--- src/rtl/ahb_sram_bridge_if.sv ---
// AHB-Lite slave signals plus the SRAM request/ready bus seen by the bridge.
// Latency: none, this is wiring only.
// Backpressure: HREADYOUT toward the CPU, TB_READY from the SRAM.
interface ahb_sram_bridge_if;
    // AHB-Lite slave side
    logic        HSEL;
    logic [31:0] HADDR;
    logic [1:0]  HTRANS;
    logic        HWRITE;
    logic [2:0]  HSIZE;
    logic [31:0] HWDATA;
    logic        HREADY;
    logic        HREADYOUT;
    logic        HRESP;
    logic [31:0] HRDATA;
    // SRAM request/response side
    logic [31:0] TB_ADDRESS;
    logic [3:0]  TB_BL;
    logic        TB_WE;
    logic        TB_CE;
    logic [31:0] TB_WDATA;
    logic [1:0]  TB_TRANS;
    logic [31:0] TB_RDATA;
    logic [1:0]  TB_RESP;
    logic        TB_READY;
    // Sticky posted-write error
    logic        WBUF_ERR;

    // Bridge view
    modport slave (
        input  HSEL, HADDR, HTRANS, HWRITE, HSIZE, HWDATA, HREADY,
        input  TB_RDATA, TB_RESP, TB_READY,
        output HREADYOUT, HRESP, HRDATA,
        output TB_ADDRESS, TB_BL, TB_WE, TB_CE, TB_WDATA, TB_TRANS, WBUF_ERR
    );

    // CPU + SRAM view
    modport master (
        output HSEL, HADDR, HTRANS, HWRITE, HSIZE, HWDATA, HREADY,
        output TB_RDATA, TB_RESP, TB_READY,
        input  HREADYOUT, HRESP, HRDATA,
        input  TB_ADDRESS, TB_BL, TB_WE, TB_CE, TB_WDATA, TB_TRANS, WBUF_ERR
    );
endinterface

--- src/rtl/ahb_sram_bridge.sv ---
// AHB-Lite to SRAM request/ready bridge: byte lanes, wait states, two-cycle ERROR.
// Latency: read HREADYOUT at N+2, write at N+3 (N+1 posted with AHB_SRAM_BRIDGE_WBUF_EN), +1 per SRAM wait.
// Backpressure: HREADYOUT held low until TB_READY; with the buffer full, new transfers stall until it drains.
module ahb_sram_bridge #(
    parameter int ADDR_BITS = 22
) (
    input  logic HCLK,
    input  logic HRESETn,
    ahb_sram_bridge_if.slave bus
);

    typedef enum logic [2:0] {
        S_IDLE, S_WDATA, S_REQ, S_DONE, S_ERR1, S_ERR2, S_WPOST, S_WAITD
    } state_t;

    state_t      state;
    logic        hready_out;
    logic        hresp;
    logic [31:0] hrdata;
    logic [31:0] tb_address;
    logic [31:0] tb_wdata;
    logic [3:0]  tb_bl;
    logic        tb_we;
    logic        tb_ce;
    logic [1:0]  tb_trans;

    logic        accept;
    logic        misaligned;
    logic [3:0]  lanes;
    logic [31:0] addr_in;
    logic        unused;

`ifdef AHB_SRAM_BRIDGE_WBUF_EN
    // One-entry posted-write buffer lives in the tb_* request registers;
    // hold_* park a transfer that arrived while the buffer was still busy.
    logic        buf_vld;
    logic        wbuf_err;
    logic        busy;
    logic [31:0] hold_addr;
    logic [3:0]  hold_bl;
    logic        hold_write;
    logic [1:0]  hold_trans;

    // WPOST fills the buffer at the end of this cycle, so it counts as busy too
    assign busy = buf_vld | (state == S_WPOST);
    assign bus.WBUF_ERR = wbuf_err;
`else
    assign bus.WBUF_ERR = 1'b0;
`endif

    // Only the SRAM window bits of HADDR reach the SRAM
    assign unused = &{1'b0, bus.HADDR[31:ADDR_BITS]};

    // Address-phase decode: acceptance, alignment and little-endian byte lanes
    always_comb begin
        accept     = bus.HSEL & bus.HTRANS[1] & bus.HREADY;
        misaligned = (bus.HSIZE > 3'd2)
                   | ((bus.HSIZE == 3'd1) & bus.HADDR[0])
                   | ((bus.HSIZE == 3'd2) & (bus.HADDR[1:0] != 2'b00));
        lanes = 4'b1111;
        case (bus.HSIZE)
            3'd0:    lanes = 4'b0001 << bus.HADDR[1:0];
            3'd1:    lanes = 4'b0011 << {bus.HADDR[1], 1'b0};
            default: lanes = 4'b1111;
        endcase
        addr_in = {{(32 - ADDR_BITS){1'b0}}, bus.HADDR[ADDR_BITS-1:0]};
    end

    // Bridge state machine; every output is a register updated on transitions
    always_ff @(posedge HCLK or negedge HRESETn) begin
        if (!HRESETn) begin
            state      <= S_IDLE;
            hready_out <= 1'b1;
            hresp      <= 1'b0;
            hrdata     <= '0;
            tb_address <= '0;
            tb_wdata   <= '0;
            tb_bl      <= '0;
            tb_we      <= 1'b0;
            tb_ce      <= 1'b0;
            tb_trans   <= '0;
`ifdef AHB_SRAM_BRIDGE_WBUF_EN
            buf_vld    <= 1'b0;
            wbuf_err   <= 1'b0;
            hold_addr  <= '0;
            hold_bl    <= '0;
            hold_write <= 1'b0;
            hold_trans <= '0;
`endif
        end else begin
`ifdef AHB_SRAM_BRIDGE_WBUF_EN
            // Drain completion runs alongside the AHB side; errors are only flagged
            if (buf_vld && bus.TB_READY) begin
                tb_ce   <= 1'b0;
                buf_vld <= 1'b0;
                if (bus.TB_RESP == 2'b01)
                    wbuf_err <= 1'b1;
            end
`endif
            case (state)
`ifdef AHB_SRAM_BRIDGE_WBUF_EN
                S_IDLE, S_DONE, S_WPOST: begin
                    if (state == S_WPOST) begin
                        tb_wdata <= bus.HWDATA;
                        tb_ce    <= 1'b1;
                        buf_vld  <= 1'b1;
                    end
`else
                S_IDLE, S_DONE: begin
`endif
                    if (accept && misaligned) begin
                        state      <= S_ERR1;
                        hready_out <= 1'b0;
                        hresp      <= 1'b1;
`ifdef AHB_SRAM_BRIDGE_WBUF_EN
                    end else if (accept && busy) begin
                        hold_addr  <= addr_in;
                        hold_bl    <= lanes;
                        hold_write <= bus.HWRITE;
                        hold_trans <= bus.HTRANS;
                        state      <= S_WAITD;
                        hready_out <= 1'b0;
                        hresp      <= 1'b0;
`endif
                    end else if (accept) begin
                        tb_address <= addr_in;
                        tb_bl      <= lanes;
                        tb_we      <= bus.HWRITE;
                        tb_trans   <= bus.HTRANS;
                        hresp      <= 1'b0;
                        if (bus.HWRITE) begin
`ifdef AHB_SRAM_BRIDGE_WBUF_EN
                            state      <= S_WPOST;
                            hready_out <= 1'b1;
`else
                            state      <= S_WDATA;
                            hready_out <= 1'b0;
`endif
                        end else begin
                            state      <= S_REQ;
                            tb_ce      <= 1'b1;
                            hready_out <= 1'b0;
                        end
                    end else begin
                        state      <= S_IDLE;
                        hready_out <= 1'b1;
                        hresp      <= 1'b0;
                    end
                end
                S_WDATA: begin
                    tb_wdata <= bus.HWDATA;
                    tb_ce    <= 1'b1;
                    state    <= S_REQ;
                end
                S_REQ: begin
                    if (bus.TB_READY) begin
                        tb_ce <= 1'b0;
                        if (bus.TB_RESP == 2'b01) begin
                            state      <= S_ERR1;
                            hready_out <= 1'b0;
                            hresp      <= 1'b1;
                        end else begin
                            if (!tb_we)
                                hrdata <= bus.TB_RDATA;
                            state      <= S_DONE;
                            hready_out <= 1'b1;
                            hresp      <= 1'b0;
                        end
                    end
                end
                S_ERR1: begin
                    state      <= S_ERR2;
                    hready_out <= 1'b1;
                    hresp      <= 1'b1;
                end
                S_ERR2: begin
                    // A transfer offered during ERR2 is dropped; the master may cancel
                    state      <= S_IDLE;
                    hready_out <= 1'b1;
                    hresp      <= 1'b0;
                end
`ifdef AHB_SRAM_BRIDGE_WBUF_EN
                S_WAITD: begin
                    // Issue only once CE has been low for a cycle after the drain
                    if (!buf_vld) begin
                        tb_address <= hold_addr;
                        tb_bl      <= hold_bl;
                        tb_we      <= hold_write;
                        tb_trans   <= hold_trans;
                        if (hold_write) begin
                            state      <= S_WPOST;
                            hready_out <= 1'b1;
                        end else begin
                            state <= S_REQ;
                            tb_ce <= 1'b1;
                        end
                    end
                end
`endif
                default: begin
                    state      <= S_IDLE;
                    hready_out <= 1'b1;
                    hresp      <= 1'b0;
                end
            endcase
        end
    end

    assign bus.HREADYOUT  = hready_out;
    assign bus.HRESP      = hresp;
    assign bus.HRDATA     = hrdata;
    assign bus.TB_ADDRESS = tb_address;
    assign bus.TB_BL      = tb_bl;
    assign bus.TB_WE      = tb_we;
    assign bus.TB_CE      = tb_ce;
    assign bus.TB_WDATA   = tb_wdata;
    assign bus.TB_TRANS   = tb_trans;

endmodule

--- src/flat_wrapper.sv ---
// flat-port wrapper written by rule: the top's interface ports become plain ports
module ahb_sram_bridge_flat 
#(
    parameter int ADDR_BITS = 22
)
  (HCLK, HRESETn, bus_HSEL, bus_HADDR, bus_HTRANS, bus_HWRITE, bus_HSIZE, bus_HWDATA, bus_HREADY, bus_TB_RDATA, bus_TB_RESP, bus_TB_READY, bus_HREADYOUT, bus_HRESP, bus_HRDATA, bus_TB_ADDRESS, bus_TB_BL, bus_TB_WE, bus_TB_CE, bus_TB_WDATA, bus_TB_TRANS, bus_WBUF_ERR);
  ahb_sram_bridge_if bus_i ();
  input  logic HCLK;
  input  logic HRESETn;
  input wire logic [$bits(bus_i.HSEL)-1:0] bus_HSEL;
  input wire logic [$bits(bus_i.HADDR)-1:0] bus_HADDR;
  input wire logic [$bits(bus_i.HTRANS)-1:0] bus_HTRANS;
  input wire logic [$bits(bus_i.HWRITE)-1:0] bus_HWRITE;
  input wire logic [$bits(bus_i.HSIZE)-1:0] bus_HSIZE;
  input wire logic [$bits(bus_i.HWDATA)-1:0] bus_HWDATA;
  input wire logic [$bits(bus_i.HREADY)-1:0] bus_HREADY;
  input wire logic [$bits(bus_i.TB_RDATA)-1:0] bus_TB_RDATA;
  input wire logic [$bits(bus_i.TB_RESP)-1:0] bus_TB_RESP;
  input wire logic [$bits(bus_i.TB_READY)-1:0] bus_TB_READY;
  output wire logic [$bits(bus_i.HREADYOUT)-1:0] bus_HREADYOUT;
  output wire logic [$bits(bus_i.HRESP)-1:0] bus_HRESP;
  output wire logic [$bits(bus_i.HRDATA)-1:0] bus_HRDATA;
  output wire logic [$bits(bus_i.TB_ADDRESS)-1:0] bus_TB_ADDRESS;
  output wire logic [$bits(bus_i.TB_BL)-1:0] bus_TB_BL;
  output wire logic [$bits(bus_i.TB_WE)-1:0] bus_TB_WE;
  output wire logic [$bits(bus_i.TB_CE)-1:0] bus_TB_CE;
  output wire logic [$bits(bus_i.TB_WDATA)-1:0] bus_TB_WDATA;
  output wire logic [$bits(bus_i.TB_TRANS)-1:0] bus_TB_TRANS;
  output wire logic [$bits(bus_i.WBUF_ERR)-1:0] bus_WBUF_ERR;
  assign bus_i.HSEL = bus_HSEL;
  assign bus_i.HADDR = bus_HADDR;
  assign bus_i.HTRANS = bus_HTRANS;
  assign bus_i.HWRITE = bus_HWRITE;
  assign bus_i.HSIZE = bus_HSIZE;
  assign bus_i.HWDATA = bus_HWDATA;
  assign bus_i.HREADY = bus_HREADY;
  assign bus_i.TB_RDATA = bus_TB_RDATA;
  assign bus_i.TB_RESP = bus_TB_RESP;
  assign bus_i.TB_READY = bus_TB_READY;
  assign bus_HREADYOUT = bus_i.HREADYOUT;
  assign bus_HRESP = bus_i.HRESP;
  assign bus_HRDATA = bus_i.HRDATA;
  assign bus_TB_ADDRESS = bus_i.TB_ADDRESS;
  assign bus_TB_BL = bus_i.TB_BL;
  assign bus_TB_WE = bus_i.TB_WE;
  assign bus_TB_CE = bus_i.TB_CE;
  assign bus_TB_WDATA = bus_i.TB_WDATA;
  assign bus_TB_TRANS = bus_i.TB_TRANS;
  assign bus_WBUF_ERR = bus_i.WBUF_ERR;
  ahb_sram_bridge #(.ADDR_BITS(ADDR_BITS)) u_core (.HCLK(HCLK), .HRESETn(HRESETn), .bus(bus_i));
endmodule
--- config.mk ---
export PLATFORM = sky130hd
export DESIGN_NAME = ahb_sram_bridge_flat
export DESIGN_NICKNAME = d
export VERILOG_FILES = /design/src/rtl/ahb_sram_bridge_if.sv /design/src/rtl/ahb_sram_bridge.sv /design/src/flat_wrapper.sv
export SDC_FILE = /design/constraint.sdc
export NUM_CORES = 1
export LEC_CHECK = 0
export ABC_AREA = 1
export CORE_MARGIN = 2
export CORE_UTILIZATION = 44
export CTS_BUF_LIST = sky130_fd_sc_hd__clkbuf_4
export DETAILED_ROUTE_END_ITERATION = 12
export GPL_ROUTABILITY_DRIVEN = 1
export PLACE_DENSITY = 0.88
export SETUP_SLACK_MARGIN = 0.3
export SYNTH_ARGS = -nofsm -noshare
export SYNTH_HDL_FRONTEND = slang
export SYNTH_SLANG_ARGS = --single-unit
--- constraint.sdc ---
create_clock -name HCLK -period 3.82 [get_ports HCLK]
set_input_delay 0.955 -clock HCLK [delete_from_list [all_inputs] [get_ports HCLK]]
set_output_delay 0.955 -clock HCLK [all_outputs]
set_load 0.05 [all_outputs]
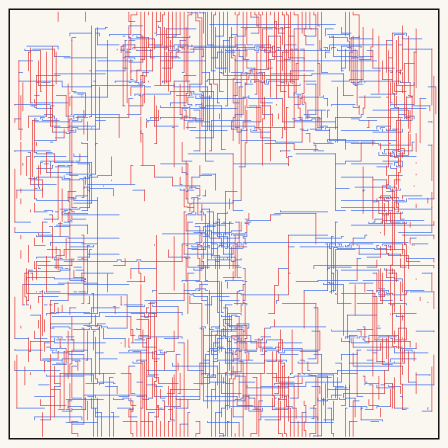
Fig. 1. Metal layers overlaid.
Only two layers are drawn.
Key: blue = metal 1 [wire length 4180 um]; red = metal 2 [wire length 4960 um]

==> impl_metrics.json <==
{
  "grt_first_pass_wirelength_um": 16580,
  "path_cells": "clkdlybuf4s50_1",
  "synth_stat.cells": 471,
  "design.seq.count": 99,
  "grt.total_usage_pct": 20.76,
  "final_design_area_no_fill_mm2": 0.006147,
  "power_drawn_by_the_clock_network_uw": 476,
  "hpwl_um": 7578,
  "ys_sh_aoi_pct": 5.111,
  "clock_insertion_delay_worst_skew_ps": 440,
  "cts-root-to-sink-buffers": 2,
  "power.share.sequential_pct": 30.2,
  "final_cells": 779,
  "wl_um": 10200,
  "sum_of_overflow_across_all_layers_after_global_routing": 0,
  "grt_use_met1_pct": 24.87,
  "routedWlPerCell_um": 13.10,
  "worstRegToRegCells": 7,
  "status": "completed",
  "yosysMostFrequentCell": "sky130_fd_sc_hd__nand2_1",
  "yosys_area_mm2": 0.004064,
  "worstReg2RegStart": "u_core.state[1]$_DFFE_PN0P_",
  "floorplan.initialDensity_pct": 44.62,
  "reg2reg_to": "u_core.bus.TB_WDATA[29]$_DFFE_PN0N_",
  "die-height_um": 100.1,
  "cp_max_fo": 2,
  "top_usage_layer": "met2"
}
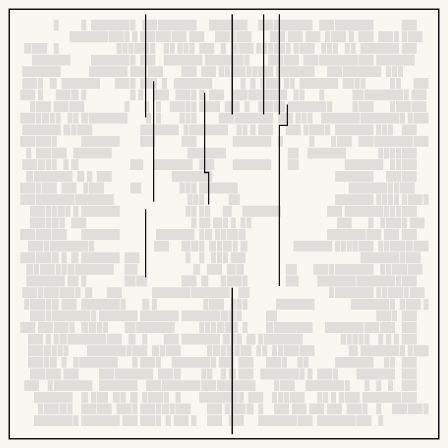
Fig. 2. Metal 4.
7 nets have wire on it. The layer holds 2.4% of the routed length. The layer carries 241 um of wire. The wires run mostly vertical. The longest straight run is 37.4 um.

